Figure 1. Cell area per tile.
Drawn at 4 px/um. The die is cut into 11 by 6 equal tiles; white is low, dark blue is high, 0 to 100% covered.
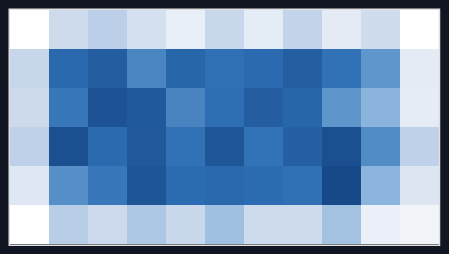
Figure 2. The clock network.
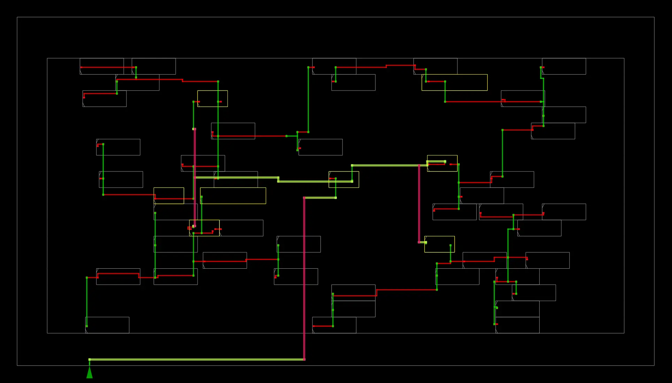
Figure 3. Clock distribution.
Drawn at 4 px/um.
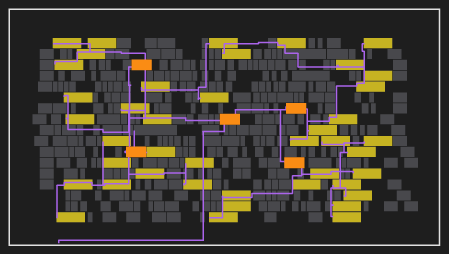
Figure 4. The metal 1 layer.
Drawn at 3 px/um. Supply wires on this layer in gray.
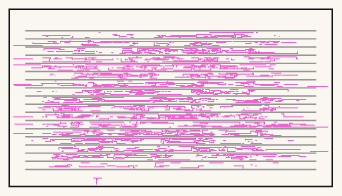
==> config.mk <==
export PLATFORM = sky130hd
export DESIGN_NAME = fp_norm_round
export DESIGN_NICKNAME = d
export VERILOG_FILES = /design/src/rtl/fp_norm_round.sv
export SDC_FILE = /design/constraint.sdc
export NUM_CORES = 1
export LEC_CHECK = 0
export CAP_MARGIN = 25
export CORE_ASPECT_RATIO = 0.5
export CORE_MARGIN = 5
export CORE_UTILIZATION = 55
export DETAILED_ROUTE_END_ITERATION = 6
export PLACE_DENSITY = 0.83
export SYNTH_ARGS = -nofsm -noshare
export SYNTH_HDL_FRONTEND = slang
export SYNTH_SLANG_ARGS = --single-unit
==> constraint.sdc <==
create_clock -name clk -period 4.5 [get_ports clk]
set_input_delay 0.9 -clock clk [delete_from_list [all_inputs] [get_ports clk]]
set_output_delay 0.9 -clock clk [all_outputs]
set_load 0.03 [all_outputs]
==> out/qor.yml <==
status:
  status: "completed"
power:
  cellPowerDensity_nw_per_um2: 608
  total_power_uw: 1930
final_timing:
  max_freq_mhz: 348
  period_used_pct: 63.8
  report.final.slew_viol_count: 0
  tns_ns: 0
  slew_headroom_pct: 51.7
  whs_ns: 0.456
route:
  viasPerCell: 5.86
  post_drt_wl_per_cell_um: 15.4
  drt_iter0_drc: 163
yosys:
  syn-mean-instance-area_um2: 7.51
  yosysWarnings: 0
  ys_seq_share_pct: 32.4
  area_leaders: "dfxtp_1 32%, a21oi_1 7.5%, nor2_1 6.2%"
finish:
  regArea_um2: 841
  design_area_um2: 3180
  logic_area_um2: 1620
  area_growth_syn_to_layout_pct: 22.5
  stdcell_count: 440
  n_antenna_cell: 0
  nets: 404
clock_tree:
  htree_levels: 2
  clockBufferDepth: 2
  hold_buffers: 0
  cts_root_buf: "clkbuf_8"
  tritoncts: "done"
place:
  placed_area_um2: 3040
  gp_congestion: 0.875
critical_path:
  crit_type: "register to register"
  cp-start-kind: "register"
  r2r_slack_ns: 1.63
  crit_required_ns: 4.73
run:
  cap_viol_max_count: 0
global_routing:
  grt_pass1_wl_mm: 11.2
  grt_pass1_vias: 2398
  antenna_found_initial: 0
  grt_usage_pct: 22.3
min_path:
  hold_depth: 2
die:
  fp.dieW_um: 107
-- Figure 1 (at the start) --
fullest tile: 90%
mean over tiles: 49%
nearly empty tiles: 4.5%
densest ninth of the die: middle
tiles over 75% full: 30%
core area: 4490 um^2
Initial Utilization: 57.9%
fin util: 70.9%

-- Figure 2 (at the start) --
Clock Sinks: 42
Clk Latency, worst-skew pair: 0.30 ns
layout clock buffer count: 6
P_clk: 373 uW

-- Figure 3 (at the start) --
[purple] clock wires | length: 548 um
[yellow] flip-flops | count: 42
[orange] clock-net drivers | count: 5
routed clock nets: 6
Clock power frac: 19.3%
worst clock skew: 0.0121 ns

-- Figure 4 (at the start) --
nets with wire on the layer: 372
share of all routed wire: 48%
grt met1 use: 29.7%
via count: 2577
WL final: 6.78 mm

==> routing by layer <==
| metal | vias to the layer above | wire length, um | global-route usage [%] |
|---|---|---|---|
| li1 | 1284 | - | - |
| met1 | 1181 | 3220 | 29.7 |
| met2 | 105 | 2940 | 36.7 |
| met3 | 7 | 558 | 6.02 |
| met4 | 0 | 56 | 5.10 |
| met5 | - | 0 | 0 |
==> cell type report <==
type | instances | share of cell area, %
Timing Repair Buffer | 49 | 15.1
Sequential cell | 42 | 26.4
Multi-Input combinational cell | 270 | 50.8
Inverter | 5 | 0.590
Clock inverter | 2 | 1.89
Clock buffer | 6 | 2.59
Tap cell | 66 | 2.59
==> synth_stat cells (3+ instances only) <==
cell / n
dfxtp_1: 42
a21o_1: 6
clkbuf_1: 15
ha_1: 6
nand2b_1: 3
buf_2: 11
o21ai_0: 11
o21ai_1: 13
mux2i_1: 13
xnor2_1: 3
a21oi_1: 39
inv_1: 5
nor3_1: 8
xor2_1: 8
nand2_1: 42
nor2b_1: 5
nor2_1: 43
o2bb2ai_1: 3
and3_1: 3
nor4_1: 4
nand3_1: 12
nand4_1: 7
a211oi_1: 13
==> placed cells by master, fill, tap and decap left out, types with 2 or more instances in the layout <==
cell / n
a31oi_1: 2
nand3_1: 12
and3_1: 3
o21ai_0: 11
ha_1: 6
clkdlybuf4s50_1: 45
nor4_1: 4
a21o_1: 6
xor2_1: 8
inv_1: 5
or3_1: 2
nor3_1: 8
o21ai_1: 13
clkbuf_8: 6
and2_1: 2
nor2_1: 43
nand2b_1: 3
xnor2_1: 3
a21oi_1: 39
o21a_1: 2
dfxtp_1: 42
a211oi_1: 13
o2bb2ai_1: 3
mux2i_1: 13
buf_4: 4
nor2b_1: 5
nand4_1: 7
nand2_1: 42
bufinv_16: 2
==> cells by family (layout without fill, tap and decap cells) <==
family	after synthesis	count (layout)	synth area share, %
muxes	14	14	5.44
AOI/OAI and AO/OA	100	100	24.9
and+or+nand+nor	139	139	25.1
adders and majority gates	6	6	2.89
xor gates and xnor gates	11	11	3.71
DFF	42	42	32.4
buffers and inverters	34	62	5.64
==> power breakdown <==
| part | internal [uW] | leakage [uW] | total, uW | switching [uW] |
|---|---|---|---|---|
| clock | 237 | 0.0000714 | 373 | 137 |
| combinational | 330 | 0.000719 | 873 | 543 |
| sequential | 479 | 0.000342 | 688 | 209 |
==> through the flow <==
stage	worst slack [ns]	utilization (%)
finish	1.63	70.9
global route	1.45	70.9
CTS	1.66	70.9
detailed placement	1.56	67.7
global placement	1.68	67.7
floorplan	2.23	-
==> worst max-delay path: stages (launching register included) <==
cell and delay, ns:
dfxtp_1 0.53, and2_2 0.21, ha_1 0.29, a31oi_1 0.10
nor3_2 0.43, a21oi_1 0.15, nor2b_1 0.56, o311ai_4 0.31
o21ai_1 0.21
No activity file was given, so power comes from the tool's default toggle rates.
